$ cat config.mk
export PLATFORM = sky130hd
export DESIGN_NAME = iter_shift_ctrl_flat
export DESIGN_NICKNAME = d
export VERILOG_FILES = /design/src/rtl/iter_shift_ctrl_pkg.sv /design/src/rtl/iter_shift_ctrl_if.sv /design/src/rtl/iter_shift_ctrl_shift1.sv /design/src/rtl/iter_shift_ctrl.sv /design/src/flat_wrapper.sv
export SDC_FILE = /design/constraint.sdc
export NUM_CORES = 1
export LEC_CHECK = 0
export CORE_AREA = 2 2 92 59
export DETAILED_ROUTE_END_ITERATION = 10
export DIE_AREA = 0 0 94 61
export GPL_TIMING_DRIVEN = 0
export PLACE_DENSITY_LB_ADDON = 0.1
export REMOVE_ABC_BUFFERS = 1
export SETUP_SLACK_MARGIN = 0.5
export SYNTH_ARGS = -nofsm -noshare
export SYNTH_HDL_FRONTEND = slang
export SYNTH_SLANG_ARGS = --single-unit
$ cat constraint.sdc
create_clock -name clk_i -period 4.55 [get_ports clk_i]
set_clock_uncertainty 0.05 [all_clocks]
set_input_delay 0.91 -clock clk_i [delete_from_list [all_inputs] [get_ports clk_i]]
set_output_delay 0.91 -clock clk_i [all_outputs]
set_load 0.01 [all_outputs]
$ cat src/rtl/iter_shift_ctrl_pkg.sv
`default_nettype none
// ============================================================================
// Module      : shift_pkg
// Description : Shared types and defaults for the iterative shift sequencer.
//               Holds the shift-mode and FSM-state enums, the default
//               operand/shift-amount widths and the request mode decoder.
// Revision    : 1.0 - initial release
// ============================================================================
package shift_pkg;

    localparam int DEF_WIDTH = 32;
    localparam int DEF_SHW   = 5;

    typedef enum logic [1:0] {
        SLL = 2'b00,
        SRL = 2'b01,
        SRA = 2'b10
    } mode_e;

    typedef enum logic [1:0] {
        IDLE  = 2'b00,
        SHIFT = 2'b01,
        DONE  = 2'b10
    } state_e;

    // The unused encoding 2'b11 is folded onto SLL at capture time, so the
    // registered mode only ever holds a legal enum value.
    function automatic mode_e decode_mode(input logic [1:0] raw);
        mode_e m;
        case (raw)
            2'b01:   m = SRL;
            2'b10:   m = SRA;
            default: m = SLL;
        endcase
        return m;
    endfunction

endpackage : shift_pkg
`default_nettype wire

$ cat src/rtl/iter_shift_ctrl_if.sv
`default_nettype none
// ============================================================================
// Module      : iter_shift_ctrl_if
// Description : Request/response bundle between the control FSM (master)
//               and the iterative shift sequencer (slave).
//   in_valid_i/in_ready_o   : request handshake
//   data_i/shamt_i/mode_i   : operand, shift amount, shift mode
//   flush_i                 : synchronous abort
//   out_valid_o/out_ready_i : result handshake
//   result_o                : shifted result
//   busy_o                  : sequencer not idle
// Revision    : 1.0 - initial release
// ============================================================================
interface iter_shift_ctrl_if
    import shift_pkg::*;
#(
    parameter int WIDTH = DEF_WIDTH,
    parameter int SHW   = DEF_SHW
);
    logic             in_valid_i;
    logic             in_ready_o;
    logic [WIDTH-1:0] data_i;
    logic [SHW-1:0]   shamt_i;
    logic [1:0]       mode_i;
    logic             flush_i;
    logic             out_valid_o;
    logic             out_ready_i;
    logic [WIDTH-1:0] result_o;
    logic             busy_o;

    // Requester / result consumer side.
    modport master (
        output in_valid_i, data_i, shamt_i, mode_i, flush_i, out_ready_i,
        input  in_ready_o, out_valid_o, result_o, busy_o
    );

    // Sequencer side.
    modport slave (
        input  in_valid_i, data_i, shamt_i, mode_i, flush_i, out_ready_i,
        output in_ready_o, out_valid_o, result_o, busy_o
    );
endinterface : iter_shift_ctrl_if
`default_nettype wire

$ cat src/rtl/iter_shift_ctrl_shift1.sv
`default_nettype none
// ============================================================================
// Module      : shift1_unit
// Description : Combinational single-position shifter.
//   data_i : operand
//   mode_i : SLL / SRL / SRA
//   data_o : operand shifted by exactly one position
// Revision    : 1.0 - initial release
// ============================================================================
module shift1_unit
    import shift_pkg::*;
#(
    parameter int WIDTH = DEF_WIDTH
) (
    input  wire logic [WIDTH-1:0] data_i,
    input  mode_e                 mode_i,
    output logic      [WIDTH-1:0] data_o
);

    always_comb begin
        data_o = {data_i[WIDTH-2:0], 1'b0};
        case (mode_i)
            SRL:     data_o = {1'b0, data_i[WIDTH-1:1]};
            SRA:     data_o = {data_i[WIDTH-1], data_i[WIDTH-1:1]};
            default: data_o = {data_i[WIDTH-2:0], 1'b0};
        endcase
    end

endmodule : shift1_unit
`default_nettype wire

$ cat src/rtl/iter_shift_ctrl.sv
`default_nettype none
// ============================================================================
// Module      : iter_shift_ctrl
// Description : Multi-cycle shift sequencer. Captures an operand, then runs
//               it through a 1-bit shift stage once per cycle for shamt
//               cycles, then presents the result until it is consumed.
//   clk_i   : clock, rising edge
//   rst_n_i : asynchronous active-low reset
//   bus     : request/result bundle (slave side), see iter_shift_ctrl_if
// Revision    : 1.0 - initial release
// ============================================================================
module iter_shift_ctrl
    import shift_pkg::*;
#(
    parameter int WIDTH = DEF_WIDTH,
    parameter int SHW   = DEF_SHW      // must equal clog2(WIDTH)
) (
    input  wire logic          clk_i,
    input  wire logic          rst_n_i,
    iter_shift_ctrl_if.slave   bus
);

    state_e           state_q, state_d;
    logic [WIDTH-1:0] data_q,  data_d;
    logic [SHW-1:0]   cnt_q,   cnt_d;
    mode_e            mode_q,  mode_d;
    logic [WIDTH-1:0] shift_w;

    shift1_unit #(
        .WIDTH (WIDTH)
    ) u_shift1 (
        .data_i (data_q),
        .mode_i (mode_q),
        .data_o (shift_w)
    );

    always_ff @(posedge clk_i or negedge rst_n_i) begin
        if (!rst_n_i) begin
            state_q <= IDLE;
            data_q  <= '0;
            cnt_q   <= '0;
            mode_q  <= SLL;
        end else begin
            state_q <= state_d;
            data_q  <= data_d;
            cnt_q   <= cnt_d;
            mode_q  <= mode_d;
        end
    end

    always_comb begin
        state_d = state_q;
        data_d  = data_q;
        cnt_d   = cnt_q;
        mode_d  = mode_q;

        if (bus.flush_i) begin
            // Abort wins over everything, including an accept in IDLE and a
            // transfer in DONE. The operand register is deliberately kept.
            state_d = IDLE;
            cnt_d   = '0;
        end else begin
            case (state_q)
                IDLE: begin
                    if (bus.in_valid_i) begin
                        data_d  = bus.data_i;
                        cnt_d   = bus.shamt_i;
                        mode_d  = decode_mode(bus.mode_i);
                        state_d = (bus.shamt_i == '0) ? DONE : SHIFT;
                    end
                end
                SHIFT: begin
                    data_d = shift_w;
                    cnt_d  = cnt_q - SHW'(1);
                    if (cnt_q == SHW'(1)) begin
                        state_d = DONE;
                    end
                end
                DONE: begin
                    // Returning through IDLE means a new request is never
                    // taken in the same cycle as the result transfer.
                    if (bus.out_ready_i) begin
                        state_d = IDLE;
                    end
                end
                default: begin
                    state_d = IDLE;
                end
            endcase
        end
    end

    assign bus.in_ready_o  = (state_q == IDLE);
    assign bus.out_valid_o = (state_q == DONE);
    assign bus.busy_o      = (state_q != IDLE);
    assign bus.result_o    = data_q;

endmodule : iter_shift_ctrl
`default_nettype wire

$ cat src/flat_wrapper.sv
// flat-port wrapper written by rule: the top's interface ports become plain ports
module iter_shift_ctrl_flat import shift_pkg::*;
#(
    parameter int WIDTH = DEF_WIDTH,
    parameter int SHW   = DEF_SHW                                
)
  (clk_i, rst_n_i, bus_in_valid_i, bus_data_i, bus_shamt_i, bus_mode_i, bus_flush_i, bus_out_ready_i, bus_in_ready_o, bus_out_valid_o, bus_result_o, bus_busy_o);
  iter_shift_ctrl_if #(.WIDTH(WIDTH), .SHW(SHW)) bus_i ();
  input  wire logic clk_i;
  input  wire logic rst_n_i;
  input wire logic [$bits(bus_i.in_valid_i)-1:0] bus_in_valid_i;
  input wire logic [$bits(bus_i.data_i)-1:0] bus_data_i;
  input wire logic [$bits(bus_i.shamt_i)-1:0] bus_shamt_i;
  input wire logic [$bits(bus_i.mode_i)-1:0] bus_mode_i;
  input wire logic [$bits(bus_i.flush_i)-1:0] bus_flush_i;
  input wire logic [$bits(bus_i.out_ready_i)-1:0] bus_out_ready_i;
  output wire logic [$bits(bus_i.in_ready_o)-1:0] bus_in_ready_o;
  output wire logic [$bits(bus_i.out_valid_o)-1:0] bus_out_valid_o;
  output wire logic [$bits(bus_i.result_o)-1:0] bus_result_o;
  output wire logic [$bits(bus_i.busy_o)-1:0] bus_busy_o;
  assign bus_i.in_valid_i = bus_in_valid_i;
  assign bus_i.data_i = bus_data_i;
  assign bus_i.shamt_i = bus_shamt_i;
  assign bus_i.mode_i = bus_mode_i;
  assign bus_i.flush_i = bus_flush_i;
  assign bus_i.out_ready_i = bus_out_ready_i;
  assign bus_in_ready_o = bus_i.in_ready_o;
  assign bus_out_valid_o = bus_i.out_valid_o;
  assign bus_result_o = bus_i.result_o;
  assign bus_busy_o = bus_i.busy_o;
  iter_shift_ctrl #(.WIDTH(WIDTH), .SHW(SHW)) u_core (.clk_i(clk_i), .rst_n_i(rst_n_i), .bus(bus_i));
endmodule
==> job_summary.md <==
## PnR job results

| Metric | Value |
|---|---|
| Syn Area/Cell | `9.02 sq um` |
| Clk pwr | `0.264 mW` |
| Nets | `367` |
| Crit path to | `bus_busy_o` |
| Yosys warning tally | `0` |
| Status | `finished, final reports clean` |
| Reg power frac | `41.6%` |
| Post-cts sizing count | `0` |
| Setup_tns | `0 ns` |
| Worst Tran Pin Value | `1.41 ns` |
| Setup crit start kind | `flip-flop` |
| Starting DRT DRC Count | `171` |
| Top logic family | `AND-OR/OR-AND gates` |
| Met1 track demand over resource | `34.5%` |
| Worst setup margin | `1.97 ns` |
| CP arrival | `1.62 ns` |
| Fmax | `0.388 GHz` |
| Initial antenna violation count | `0` |
| Final WL | `6.35 mm` |
| Crit path max fanout | `10` |
| Worst-path clk slew | `0.08 ns` |
| MUX share of area | `0%` |
[area by class of cell]
type / instances / area share [%]
Clock inverter: 1 / 0.159
Sequential cell: 41 / 32.6
Inverter: 9 / 1.07
Multi-Input combinational cell: 182 / 34.7
Tap cell: 66 / 2.62
Timing Repair Buffer: 80 / 25.8
Clock buffer: 7 / 3.06
[synth_stat cells]
library cell | instances | area share (%)
nor2_4 | 1 | 0.49
nand2b_2 | 1 | 0.38
nand3_1 | 3 | 0.65
a221oi_1 | 30 | 11
ha_1 | 4 | 2.2
and2b_1 | 1 | 0.33
o21ai_0 | 4 | 0.87
clkbuf_1 | 5 | 0.82
nor2_1 | 8 | 1.3
buf_4 | 6 | 2.0
a31oi_1 | 2 | 0.54
nor4bb_1 | 1 | 0.44
o21ai_1 | 61 | 13
o21ba_2 | 1 | 0.44
nand2b_4 | 1 | 0.60
buf_2 | 8 | 1.7
nand3b_1 | 2 | 0.65
buf_6 | 4 | 2.0
nor4b_2 | 1 | 0.65
nor3_1 | 5 | 1.1
nor2b_1 | 1 | 0.27
and3_1 | 1 | 0.27
nand2_1 | 35 | 5.7
a32oi_1 | 1 | 0.38
a211oi_1 | 4 | 1.3
or3_1 | 1 | 0.27
a21oi_1 | 9 | 2.0
dfrtp_1 | 41 | 45
inv_1 | 9 | 1.5
o21bai_4 | 1 | 0.82
o32ai_1 | 2 | 0.76
a2bb2oi_1 | 1 | 0.38
[registers in the layout, summed over array words and instances, names as in the netlist]
register and flops:
u_core.bus.result_o 32, u_core.state_q 2, u_core.mode_q 2, u_core.cnt_q 5
[critical path: stages, from the launching register on]
cell             delay, ns
dfrtp_1               0.60
nor2_1                0.13
inv_1                 0.07
clkdlybuf4s50_1       0.53
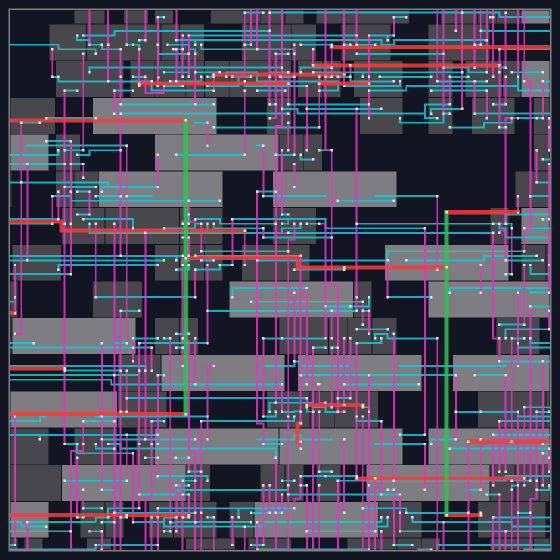
Fig. 1. Close-up of the layout.
Window x 27 to 67, y 10 to 50 microns. Cells in gray, sequential cells in the stronger gray; small squares are vias.
[met2] magenta
[met1] cyan
[met4] green
[met3] red
netlist names of flops here include: `u_core.bus.result_o` (16)
cells with their middle in the window: 95
most frequent: o21ai_1 (20), dfrtp_1 (18), nand2_1 (12)
sequential cells in the window: 18

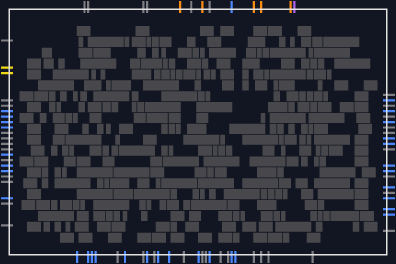
Fig. 2. I/O pins on the die edge.
Drawn at 4 px/micron. Pins as bars across the die edge, other pins in gray.
[`bus_shamt_i`] orange | pins: 5 | direction: input | edge: top
[`bus_flush_i`] purple | pins: 1 | direction: input | edge: top
[`bus_result_o`] blue | pins: 32 | direction: output | edge: 12 bottom, 11 right, 8 left, 1 top
[`bus_mode_i`] yellow | pins: 2 | direction: input | edge: left
all pins by edge: 24 bottom, 22 left, 20 right, 13 top

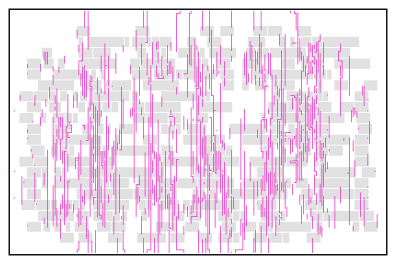
Fig. 3. M2 wires.
Drawn at 4 px/micron.
main direction: vertical
nets with wire on the layer: 282
longest straight run: 26.7 microns
wire length on this layer: 2,670 microns

Power is estimated from default activity; no workload was simulated.
